**src/rtl/cnn_pkg.sv**
```systemverilog
// Shared types and defaults for the CNN weight loader: FSM state encoding,
// default widths and the filter-index to one-hot decode.
package cnn_pkg;

  localparam int unsigned CNN_MAX_FILTERS = 32;
  localparam int unsigned CNN_DATA_W      = 16;
  localparam int unsigned CNN_NF_W        = 6;
  localparam int unsigned CNN_DIM_W       = 5;
  localparam int unsigned CNN_ELEM_W      = 10;

  typedef enum logic [1:0] {
    WL_IDLE,
    WL_LOAD,
    WL_DONE
  } wl_state_e;

  function automatic logic [CNN_MAX_FILTERS-1:0] onehot(input logic [CNN_NF_W-1:0] idx);
    logic [CNN_MAX_FILTERS-1:0] v;
    v = '0;
    for (int unsigned i = 0; i < CNN_MAX_FILTERS; i++) begin
      if (idx == CNN_NF_W'(i)) v[i] = 1'b1;
    end
    return v;
  endfunction

endpackage

```
**src/rtl/cnn_weight_loader.sv**
```systemverilog
// Streams 2-element weight beats into the selected per-filter FIFO, counting
// k*k elements per filter and pulsing done after the last filter.
module cnn_weight_loader
  import cnn_pkg::*;
#(
  parameter int unsigned MAX_FILTERS = CNN_MAX_FILTERS,
  parameter int unsigned DATA_W      = CNN_DATA_W,
  parameter int unsigned NF_W        = CNN_NF_W,
  parameter int unsigned DIM_W       = CNN_DIM_W
) (
  input  logic                   clk,
  input  logic                   nrst,
  input  logic                   start_i,
  input  logic                   abort_i,
  input  logic [NF_W-1:0]        num_filters_i,
  input  logic [DIM_W-1:0]       weight_dim_i,
  input  logic                   s_valid_i,
  output logic                   s_ready_o,
  input  logic [2*DATA_W-1:0]    s_data_i,
  input  logic [MAX_FILTERS-1:0] fifo_full_i,
  output logic [MAX_FILTERS-1:0] fifo_wr_en_o,
  output logic [2*DATA_W-1:0]    fifo_data_o,
  output logic                   fifo_lane1_vld_o,
  output logic                   busy_o,
  output logic                   done_o,
  output logic                   err_o
);

  localparam int unsigned ELEM_W = CNN_ELEM_W;

  wl_state_e         state_q, state_d;
  logic [NF_W-1:0]   nf_q, nf_d;
  logic [NF_W-1:0]   filt_idx_q, filt_idx_d;
  logic [ELEM_W-1:0] elems_q, elems_d;
  logic [ELEM_W-1:0] elem_cnt_q, elem_cnt_d;
  logic              err_q, err_d;

  logic [MAX_FILTERS-1:0] sel;
  logic                   sel_full;
  logic                   accept;
  logic                   cfg_bad;
  logic                   mid_beat;
  logic                   exact_end;
  logic                   last_filt;
  logic [ELEM_W:0]        cnt_plus2;

  // Datapath and handshake are purely combinational so a write lands in the
  // same cycle the beat is accepted.
  always_comb begin
    sel              = onehot(filt_idx_q);
    sel_full         = |(fifo_full_i & sel);
    s_ready_o        = (state_q == WL_LOAD) && !sel_full;
    accept           = s_valid_i && s_ready_o;
    cnt_plus2        = {1'b0, elem_cnt_q} + (ELEM_W+1)'(2);
    mid_beat         = cnt_plus2 < {1'b0, elems_q};
    exact_end        = cnt_plus2 == {1'b0, elems_q};
    last_filt        = filt_idx_q == (nf_q - NF_W'(1));
    fifo_wr_en_o     = accept ? sel : '0;
    fifo_data_o      = s_data_i;
    fifo_lane1_vld_o = accept && (mid_beat || exact_end);
    busy_o           = state_q == WL_LOAD;
    done_o           = state_q == WL_DONE;
    err_o            = err_q;
    cfg_bad          = (num_filters_i == '0) ||
                       (num_filters_i > NF_W'(MAX_FILTERS)) ||
                       (weight_dim_i == '0);
  end

  always_comb begin
    state_d    = state_q;
    nf_d       = nf_q;
    elems_d    = elems_q;
    filt_idx_d = filt_idx_q;
    elem_cnt_d = elem_cnt_q;
    err_d      = 1'b0;

    if (abort_i) begin
      state_d    = WL_IDLE;
      filt_idx_d = '0;
      elem_cnt_d = '0;
    end else begin
      unique case (state_q)
        WL_IDLE: begin
          if (start_i) begin
            if (cfg_bad) begin
              err_d = 1'b1;
            end else begin
              state_d    = WL_LOAD;
              nf_d       = num_filters_i;
              elems_d    = ELEM_W'(weight_dim_i) * ELEM_W'(weight_dim_i);
              filt_idx_d = '0;
              elem_cnt_d = '0;
            end
          end
        end
        WL_LOAD: begin
          if (accept) begin
            if (mid_beat) begin
              elem_cnt_d = cnt_plus2[ELEM_W-1:0];
            end else begin
              // Odd element counts drop lane1 here; the next filter starts fresh.
              elem_cnt_d = '0;
              if (last_filt) begin
                state_d    = WL_DONE;
                filt_idx_d = '0;
              end else begin
                filt_idx_d = filt_idx_q + NF_W'(1);
              end
            end
          end
        end
        WL_DONE: state_d = WL_IDLE;
        default: state_d = WL_IDLE;
      endcase
    end
  end

  always_ff @(posedge clk or negedge nrst) begin
    if (!nrst) begin
      state_q    <= WL_IDLE;
      nf_q       <= '0;
      elems_q    <= '0;
      filt_idx_q <= '0;
      elem_cnt_q <= '0;
      err_q      <= 1'b0;
    end else begin
      state_q    <= state_d;
      nf_q       <= nf_d;
      elems_q    <= elems_d;
      filt_idx_q <= filt_idx_d;
      elem_cnt_q <= elem_cnt_d;
      err_q      <= err_d;
    end
  end

endmodule

```
**config.mk**
```make
export PLATFORM = sky130hd
export DESIGN_NAME = cnn_weight_loader
export DESIGN_NICKNAME = d
export VERILOG_FILES = /design/src/rtl/cnn_pkg.sv /design/src/rtl/cnn_weight_loader.sv
export SDC_FILE = /design/constraint.sdc
export NUM_CORES = 1
export LEC_CHECK = 0
export CORE_ASPECT_RATIO = 0.5
export CORE_MARGIN = 5
export CORE_UTILIZATION = 35
export CTS_CLUSTER_DIAMETER = 150
export DETAILED_ROUTE_END_ITERATION = 8
export GPL_TIMING_DRIVEN = 1
export PLACE_DENSITY = 0.73
export REMOVE_ABC_BUFFERS = 1
export SETUP_SLACK_MARGIN = 0.4
export SLEW_MARGIN = 20
export SYNTH_ARGS = -nofsm -noshare
export SYNTH_HDL_FRONTEND = slang
export SYNTH_SLANG_ARGS = --single-unit
```
**constraint.sdc**
```tcl
create_clock -name clk -period 3 [get_ports clk]
set_input_delay 0.75 -clock clk [delete_from_list [all_inputs] [get_ports clk]]
set_output_delay 0.75 -clock clk [all_outputs]
set_load 0.02 [all_outputs]
```
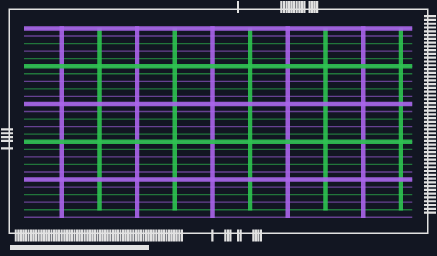
Fig. 1. Power grid.
Scale bar: 50 µm. Pins as bars on the die edge.
legend:
  green:
    net: VDD
  purple:
    net: VSS
met1 rails: 26
met4 straps: 10
met5 straps: 5

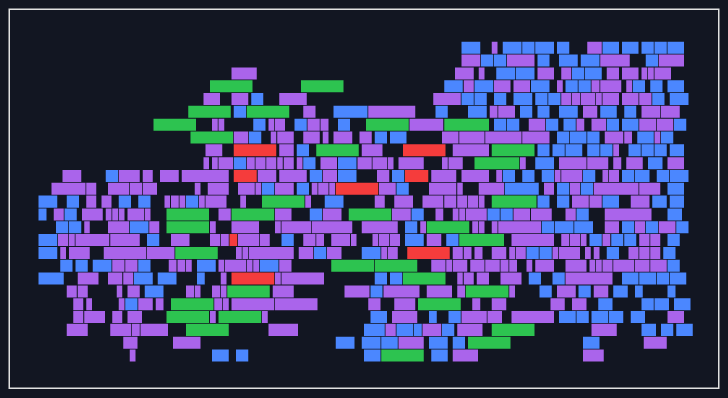
Fig. 2. Cell classes on the final placement.
legend:
  green:
    class: flip-flops
    cells: 33
    share_of_their_area: 15%
  red:
    class: clock drivers and dummy loads
    cells: 8
    share_of_their_area: 2.8%
  purple:
    class: all other logic
    cells: 329
    share_of_their_area: 52%
  blue:
    class: other buffers and delay cells
    cells: 199
    share_of_their_area: 30%

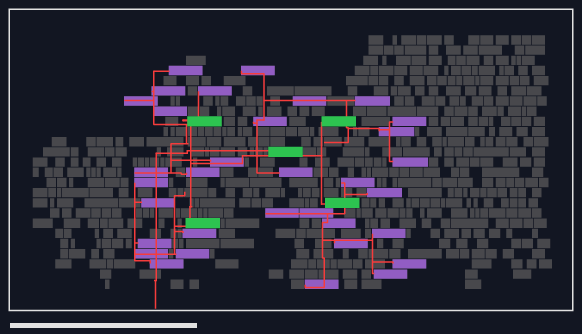
Fig. 3. Routed clock nets over the placement.
Scale bar: 50 µm.
legend:
  red:
    item: clock wires
    length: 544 µm
  purple:
    item: flip-flops
    count: 33
  green:
    item: cells driving clock nets
    count: 5
routed clock nets: 6

==> job_summary.md <==
## Implementation flow summary

| Metric | Value |
|---|---|
| Setup Crit Path Kind | primary input to output pin |
| DRT iter0 DRCs | 201 |
| Top cells by count, synth | 39 x nand2_1, 35 x buf_4, 33 x dfrtp_1, 28 x nor2_1, 27 x inv_1 |
| Worst VDD drop | 0.269 mV |
| Detail-routed via count per cell | ~5.2 |
| Routed vias | 3648 |
| Die X-Extent | 150 µm |
| CLK BUF | 7 |
| OpenROAD warnings | 30 |
| Mux share | between 6 and 7% |
| Count leader, synth | nand2_1 |
| Global-route wire length before repair | 19300 µm |
| Fin area | 5860 µm² |
| Final Slew Violations | 0 |
| CP startpoint | fifo_full_i[12] |
| Asr flop ratio synth | 100% |
| TritonCTS buffer count | 5 |
| Final Hold Fails | 0 |
| Main logic family after synthesis | simple AND/OR/NAND/NOR gates |
| Hpwl dp | 8950 µm |
| Drt first pass iters | 4 |
| Crit path DRT | 2.25 ns |
| CP Capture Point | fifo_wr_en_o[11] |
| Routed len/inst | 18.6 µm |
| Worst Setup Start Kind | primary input |
| N_diodes | 0 |
| Vias in the first global route | 3732 |
| Htree depth | 2 |
| Multi-input comb cells | 302 |
| Signal buffers | 199 |
| Top cell by count, worst path | buf_6 |
| CORE AREA | around 9500 µm² |
| Clock root buffer | clkbuf_16 |
| Final Setup Violations | 38 |
| Post-synth top area cell | dfrtp_1 |
| Max-slew headroom | 41.9% |
| Worst-path clk slew | roughly 0.050 ns |
| Max FO, Critical Path | 7 |
| Yosys Chip Area | 3440 µm² |
| Final worst slack | -0.513 ns |
| Hold Path Stages | 2 |
| Worst path max stage delay | ~0.42 ns |
| Aoi share | 15.1% |
| Synth Warn # | 0 |
| Register area | 831 µm² |
| Crit path DAT | 2.76 ns |
| Seq/total area | between 10% and 20% |
| Power per Cell Area | about 530 nW/µm² |
| Height of the die | 80.1 µm |
| Fillers | 775 |
| Synth-to-layout area growth | 70.5% |
| Failing checks | negative setup slack |
| Initial antenna violation count | 0 |
| Maximum clock rate | 0.285 GHz |
| Syn avg cell area | roughly 8.3 µm² |
| EDFF count, synth | 0 |
| Top area cell types | dfrtp_1 24%, ha_1 8.7%, buf_4 7.6% |
| Rows | 25 |
| Cell count listed in synth_stat.txt | 414 |
| Cell count after synthesis | approximately 410 |
| Buffers added on ports | 84 |
| Ports | between 100 and 150 |
| Slowest-stage cell, CP | clkdlybuf4s50_1 |
| CTS tree | yes |
| CP endpoint kind | output pin |
| Full die area | ~12000 µm² |
| Min-Delay Path Class | register to register |
| Clk ins delay skew pair | 0.28 ns |
| Outcome | finished, violations left |
| Yosys simple share | 25.9% |
| Buffer and inverter count on the worst path | 4 |
| Final Non-Filler Cells | 704 |
| Max_cap viols | 0 |
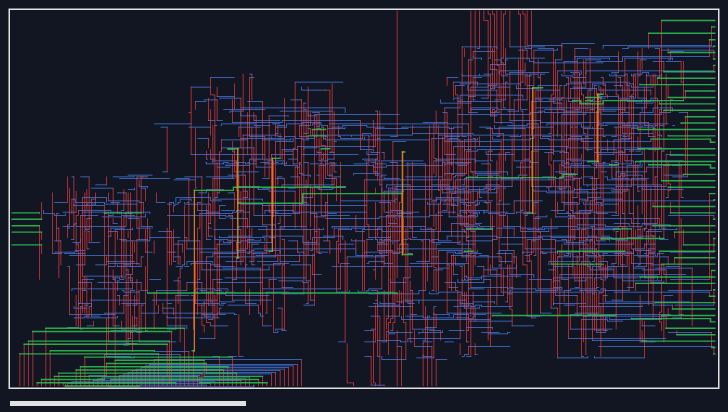
Fig. 4. Wiring by layer.
Scale bar: 50 µm.
legend:
  red:
    layer: met2
    wire_length: 6260 µm
  green:
    layer: met3
    wire_length: 1260 µm
  orange:
    layer: met4
    wire_length: 139 µm
  blue:
    layer: met1
    wire_length: 5460 µm

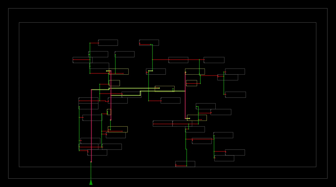
Fig. 5. Clock routing.
clk pwr: 0.000546 W
Worst Skew: 0.00556 ns
clock sinks: 33
flip-flop and latch count: 33

[where the power goes]
part / internal (W) / switching (W) / total, W
clock network: 0.000351 / 0.000194 / 0.000546
logic: 0.000967 / 0.000902 / 0.00187
registers: 0.000572 / 0.000113 / 0.000685
[per-layer routing]
layer	part of all wire [%]	wire (µm)	vias to the layer above	track usage, %
li1	-	-	1747	-
met1	42	5460	1738	24.4
met2	48	6260	149	35.2
met3	9.6	1260	14	6.88
met4	1.1	139	0	4.20
met5	0	0	-	5.00
[repair_timing]
action	4_1_cts	5_1_grt
setup endpoints to repair	66	66
setup buffers	20	6
cloned	1	0
pin swaps	55	31
gates resized	352	73
[through the flow]
stage	util (%)	hold WS, ns
after floorplan	-	0.450
after detailed placement	50.2	0.474
final	61.6	0.485
after CTS	57.5	0.489
after global routing	61.6	0.499
after global placement	50.2	0.462
No activity file was given, so power comes from the tool's default toggle rates.
